===== config.mk =====
export PLATFORM = sky130hd
export DESIGN_NAME = hex_scan_display
export DESIGN_NICKNAME = d
export VERILOG_FILES = /design/src/rtl/hex_scan_display.sv
export SDC_FILE = /design/constraint.sdc
export NUM_CORES = 1
export LEC_CHECK = 0
export ABC_CLOCK_PERIOD_IN_PS = 3150
export CORE_MARGIN = 2
export CORE_UTILIZATION = 48
export DETAILED_ROUTE_END_ITERATION = 10
export PLACE_DENSITY = 0.76
export SLEW_MARGIN = 20
export SYNTH_ARGS = -nofsm -noshare
export SYNTH_HDL_FRONTEND = slang
export SYNTH_SLANG_ARGS = --single-unit

===== constraint.sdc =====
create_clock -name clk -period 3.15 [get_ports clk]
set_clock_uncertainty 0.05 [all_clocks]
set_input_delay 0.63 -clock clk [delete_from_list [all_inputs] [get_ports clk]]
set_output_delay 0.63 -clock clk [all_outputs]
set_load 0.03 [all_outputs]

===== src/rtl/hex_scan_display.sv =====
// hex_scan_display
//   Time-multiplexed driver for an N-digit common-anode 7-segment display.
//   One shared segment bus is scanned across the digits. Display data is
//   double-buffered and swapped only at frame boundaries. Supports per-digit
//   blink and leading-zero blanking.
//
// Ports
//   clk         system clock
//   reset       asynchronous, active-high reset
//   codes       4-bit display codes, codes[3:0] = digit 0 (rightmost)
//   blink_mask  1 = digit blinks
//   load        capture codes/blink_mask into the pending buffer
//   blank_lz    enable leading-zero blanking (used live, not buffered)
//   ready       1 = no pending update
//   HEX         segments a..g (HEX[0] = a), active-low
//   DIG_EN      digit enables, active-low, one-hot-low
//   frame       one-cycle pulse after each frame boundary
module hex_scan_display #(
    parameter int unsigned NUM_DIGITS   = 4,
    parameter int unsigned SCAN_DIV     = 50000,
    parameter int unsigned BLINK_FRAMES = 64
) (
    input  logic                    clk,
    input  logic                    reset,
    input  logic [4*NUM_DIGITS-1:0] codes,
    input  logic [NUM_DIGITS-1:0]   blink_mask,
    input  logic                    load,
    input  logic                    blank_lz,
    output logic                    ready,
    output logic [0:6]              HEX,
    output logic [NUM_DIGITS-1:0]   DIG_EN,
    output logic                    frame
);

    localparam int unsigned IdxW = $clog2(NUM_DIGITS);
    localparam int unsigned PreW = $clog2(SCAN_DIV);
    localparam int unsigned FrmW = (BLINK_FRAMES > 1) ? $clog2(BLINK_FRAMES) : 1;

    localparam logic [PreW-1:0] PreMax = PreW'(SCAN_DIV - 1);
    localparam logic [IdxW-1:0] IdxMax = IdxW'(NUM_DIGITS - 1);
    localparam logic [FrmW-1:0] FrmMax = FrmW'(BLINK_FRAMES - 1);

    localparam logic [0:6] SegBlank = 7'b1111111;

    // Code map, bit 0 of the result is segment a, 0 = lit.
    function automatic logic [0:6] seg_decode(input logic [3:0] c);
        logic [0:6] s;
        s = SegBlank;
        unique case (c)
            4'd0:  s = 7'b0000001;
            4'd1:  s = 7'b1001111;
            4'd2:  s = 7'b0010010;
            4'd3:  s = 7'b0000110;
            4'd4:  s = 7'b1001100;
            4'd5:  s = 7'b0100100;
            4'd6:  s = 7'b0100000;
            4'd7:  s = 7'b0001111;
            4'd8:  s = 7'b0000000;
            4'd9:  s = 7'b0000100;
            4'd10: s = 7'b0001000;  // A
            4'd11: s = 7'b0011000;  // P
            4'd12: s = 7'b1001110;  // -/
            4'd13: s = 7'b1111000;  // /-
            4'd14: s = 7'b1111110;  // -
            4'd15: s = 7'b1111111;  // blank
        endcase
        return s;
    endfunction

    logic [PreW-1:0]         pre_q, pre_d;
    logic [IdxW-1:0]         idx_q, idx_d;
    logic [FrmW-1:0]         frm_q, frm_d;
    logic                    phase_q, phase_d;  // 1 = blink ON (visible)
    logic                    pend_valid_q, pend_valid_d;
    logic [4*NUM_DIGITS-1:0] pend_codes_q, pend_codes_d;
    logic [NUM_DIGITS-1:0]   pend_mask_q, pend_mask_d;
    logic [4*NUM_DIGITS-1:0] act_codes_q, act_codes_d;
    logic [NUM_DIGITS-1:0]   act_mask_q, act_mask_d;
    logic [0:6]              hex_q, hex_d;
    logic [NUM_DIGITS-1:0]   dig_en_q, dig_en_d;
    logic                    frame_q, frame_d;

    logic                    tick;
    logic                    boundary;
    logic [NUM_DIGITS-1:0]   lz;
    logic                    zero_run;
    logic [3:0]              cur_code;
    logic                    cur_blink;
    logic                    cur_lz;
    logic                    seg_off;

    // Scan timing, frame/blink counters and the update handshake.
    always_comb begin
        tick     = (pre_q == PreMax);
        boundary = tick && (idx_q == IdxMax);

        pre_d        = tick ? '0 : pre_q + 1'b1;
        idx_d        = idx_q;
        frm_d        = frm_q;
        phase_d      = phase_q;
        pend_valid_d = pend_valid_q;
        pend_codes_d = pend_codes_q;
        pend_mask_d  = pend_mask_q;
        act_codes_d  = act_codes_q;
        act_mask_d   = act_mask_q;
        frame_d      = boundary;

        if (tick) begin
            idx_d = (idx_q == IdxMax) ? '0 : idx_q + 1'b1;
        end

        if (boundary) begin
            if (frm_q == FrmMax) begin
                frm_d   = '0;
                phase_d = ~phase_q;
            end else begin
                frm_d = frm_q + 1'b1;
            end
            if (pend_valid_q) begin
                act_codes_d  = pend_codes_q;
                act_mask_d   = pend_mask_q;
                pend_valid_d = 1'b0;
            end
        end

        // A load on the boundary cycle lands in pending after the old
        // pending value has already moved to active.
        if (load) begin
            pend_codes_d = codes;
            pend_mask_d  = blink_mask;
            pend_valid_d = 1'b1;
        end
    end

    // Segment/enable generation for the digit currently selected.
    always_comb begin
        // lz[i] = all active codes from the top digit down to i are zero.
        lz       = '0;
        zero_run = 1'b1;
        for (int i = NUM_DIGITS - 1; i >= 0; i--) begin
            zero_run = zero_run && (act_codes_q[4*i +: 4] == 4'd0);
            lz[i]    = zero_run;
        end

        cur_code  = 4'hF;
        cur_blink = 1'b0;
        cur_lz    = 1'b0;
        for (int i = 0; i < NUM_DIGITS; i++) begin
            if (IdxW'(i) == idx_q) begin
                cur_code  = act_codes_q[4*i +: 4];
                cur_blink = act_mask_q[i];
                cur_lz    = lz[i];
            end
        end

        seg_off  = (cur_blink && !phase_q) || (blank_lz && (idx_q != '0) && cur_lz);
        hex_d    = seg_off ? SegBlank : seg_decode(cur_code);
        dig_en_d = ~(NUM_DIGITS'(1) << idx_q);
    end

    always_ff @(posedge clk or posedge reset) begin
        if (reset) begin
            pre_q        <= '0;
            idx_q        <= '0;
            frm_q        <= '0;
            phase_q      <= 1'b1;
            pend_valid_q <= 1'b0;
            pend_codes_q <= '1;
            pend_mask_q  <= '0;
            act_codes_q  <= '1;
            act_mask_q   <= '0;
            hex_q        <= SegBlank;
            dig_en_q     <= '1;
            frame_q      <= 1'b0;
        end else begin
            pre_q        <= pre_d;
            idx_q        <= idx_d;
            frm_q        <= frm_d;
            phase_q      <= phase_d;
            pend_valid_q <= pend_valid_d;
            pend_codes_q <= pend_codes_d;
            pend_mask_q  <= pend_mask_d;
            act_codes_q  <= act_codes_d;
            act_mask_q   <= act_mask_d;
            hex_q        <= hex_d;
            dig_en_q     <= dig_en_d;
            frame_q      <= frame_d;
        end
    end

    assign ready  = ~pend_valid_q;
    assign HEX    = hex_q;
    assign DIG_EN = dig_en_q;
    assign frame  = frame_q;

endmodule


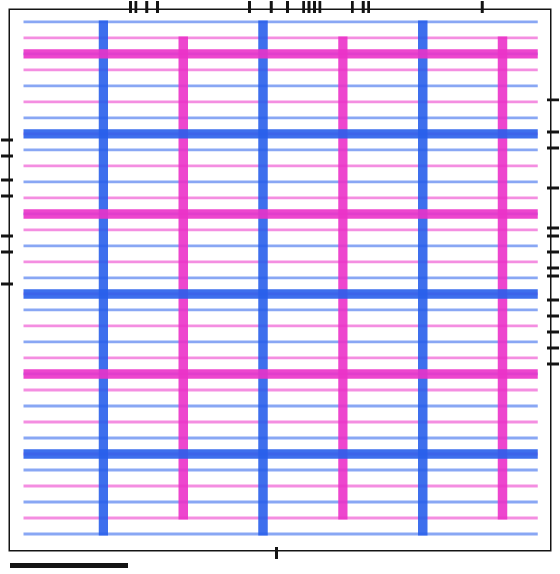
*PDN straps and rails*
Bar = 20 um. Pins as bars on the die edge.
[VSS] blue
[VDD] magenta
met4 straps: 6
met5 straps: 6
rows: 32
met1 rails: 33
signal pins: 37
die width: 91.8 um
IR drop worst, VDD: 311 uV

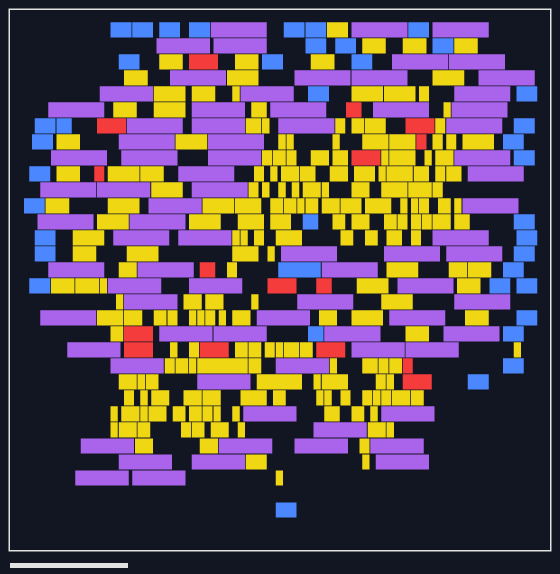
*Placed cells, one colour a class*
Bar = 20 um.
[flops] purple | cells: 78 | share of their area: 48%
[combinational and other logic] yellow | cells: 208 | share of their area: 39%
[clock drivers and dummy loads] red | cells: 16 | share of their area: 4.1%
[other buffers and delay cells] blue | cells: 40 | share of their area: 9.5%
cell area after layout: 4350 um^2
Seq area share: 46.1%
Final Util: 57.2%
CORE AREA: 7610 um^2

==> impl_metrics.csv <==
group,metric,value,unit
pwr,p_leak,1.86,nW
outcome,status,"completed",
setup_path,r2r_start,"idx_q[1]",
yosys,most_common_cell,"dfstp_2",
sta,whs,0.430,ns
setup_path,setup.worst_path.end_class,"flip-flop",
placed_design,pre_cts_ws,0.603,ns
min_path,whs_path_depth,1,
setup_path,max_stage_delay,0.41,ns
drt,route.met3.wl,257,um
min_path,hold_path_end,"frm_q[5]",
clock_network,htree_levels,3,
setup_path,path_class,"flip-flop to flip-flop",
drt,wl,6600,um
yosys,flop_cell,"dfstp_2",
drt,first_pass_iters,4,
clock_network,post-cts-setup-buffers,0,
pwr,switching_share,22.4,%
grt,use_met2,26.0,%
clock_network,numCtsBuffers,9,
drt,wl_met1,3040,um
grt,top_usage_layer,"met2",
drt,wl_per_cell,14.9,um
die,boundaryPins,37,
setup_path,r2r_cells,9,
drt,avgViaCountPerCell,5.30,
clock_network,ctsRootBufferMaster,"clkbuf_8",
min_path,min_from,"frm_q[5]",
setup_path,cp.required,3.37,ns
setup_path,slowest_stage,"dfrtp_1",
grt,grt_pass1_vias,2360,
drt,route.met2.wl,3130,um
cells_and_area,final_cells,444,
sta,setup_tns,0,ns
drt,num_vias,2351,
cells_and_area,diodes,0,
setup_path,critPathTopFamily,"AND-OR/OR-AND gates",
sta,slew_violations,0,
yosys,area_leaders,"dfstp_2, dfrtp_1, mux2_4, mux2_2, ha_1",
pwr,power_leader,"sequential cells",
cells_and_area,fin_nets,373,
yosys,yosysUniqueCellTypes,49,
drt,ant_nets,0,
sta,rsz0062_at_grt,"false",
cells_and_area,drive_gt1_share,33.0,%
grt,grtUsageTotal,17.3,%
setup_path,reg2reg_to,"HEX[1]",
setup_path,crit_fanout,12,
yosys,yosys_cells,295,
yosys,ys_warn_count,0,
grt,grt_use_met3,5.26,%
sta,fmax,385,MHz
pwr,powerSeq,1.06,mW
placed_design,numPortBuffers,36,
placed_design,postPlaceCellArea,4180,um^2
setup_path,critical_path.cell_chain,"inv_1 -> ha_1 -> nor2_1 -> a2111oi_0 -> a221o_1 -> inv_1 -> ha_1 -> mux2_2 -> o21ai_0",
placed_design,dpl.hpwl,4600,um
placed_design,gp_congestion,0.941,
clock_network,cts_buffer_depth,2,
grt,grt-ovfl-total,0,
run,warnings,34,
setup_path,regToRegSetupSlack,0.55,ns
yosys,ys_async_sr_fraction,100,%
grt,grt_max_degree,55,
sta,finalHoldViolations,0,
clock_network,cts_hold_buf,0,
setup_path,crit_arrival,2.82,ns
yosys,synthCells,295,
sta,layout_setup_ws,0.553,ns
sta,slew_headroom,46.9,%
clock_network,path_clk_slew,0.08,ns
sta,worstMarginPinSlew,0.797,ns
placed_design,dpl.cell_count,428,
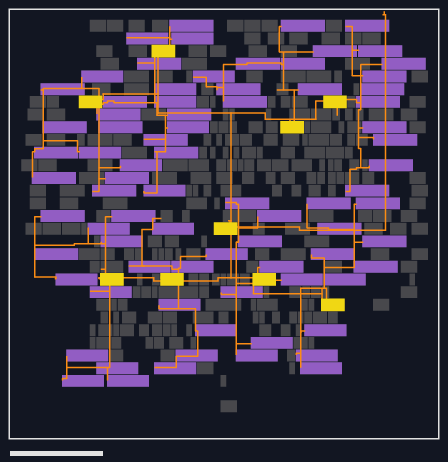
*Clock distribution*
Bar = 20 um.
[clock drivers] yellow | count: 9
[flip-flops] purple | count: 78
[clock wires] orange | length: 865 um
flops lie: all over the die
routed clock nets: 10

-- logic make-up (layout without fill, tap and decap cells) --
group	Yosys count	count (layout)	share of synthesized area (%)
AND/OR/NAND/NOR	87	87	13.1
flip-flops	78	78	54.3
multiplexers	41	41	14.5
AND-OR/OR-AND	35	35	6.87
buffers and inverters	24	71	2.94
XOR/XNOR	18	18	4.26
adder cells (fa/ha/maj)	12	12	4.06
-- final cells by class --
cell class / count / area, um^2
inverters: 15 / 56.3
clock buffers: 10 / 138
multi-input cells: 193 / 1580
clock inverters: 6 / 37.5
repair buffers: 40 / 403
fillers: 640 / 3260
well taps: 102 / 128
flip-flops and latches: 78 / 2010
-- worst max path at each step --
stage	start	endpoint	slack, ns
after global routing	idx_q[1]	HEX[1]	0.34
final	idx_q[1]	HEX[1]	0.55
after detailed placement	blank_lz	HEX[6]	0.60
after global placement	idx_q[1]	HEX[1]	0.65
after CTS	idx_q[1]	HEX[1]	0.58
after floorplan	reset	act_mask_q[0]	0.55
-- placed cells by master (no fill, tap or decap), types with 7 or more instances in the layout --
master / netlist / final
clkbuf_8: 0 / 10
clkdlybuf4s50_1: 0 / 36
dfrtp_1: 34 / 34
dfstp_2: 44 / 44
ha_1: 12 / 12
inv_1: 15 / 14
mux2_2: 21 / 21
mux2_4: 20 / 20
nand2_1: 15 / 15
nand3_1: 13 / 13
nor2_1: 19 / 19
nor2b_1: 7 / 7
nor3_1: 7 / 7
o21ai_0: 10 / 10
xnor2_1: 9 / 9
xor2_1: 9 / 9
-- registers in the layout (all words and copies together), names as in the netlist, 2 cells and up --
register      flops
HEX               7
act_mask_q        4
DIG_EN            4
act_codes_q      16
idx_q             2
frm_q             6
pend_codes_q     16
pre_q            16
pend_mask_q       4
No activity file was given, so power comes from the tool's default toggle rates.
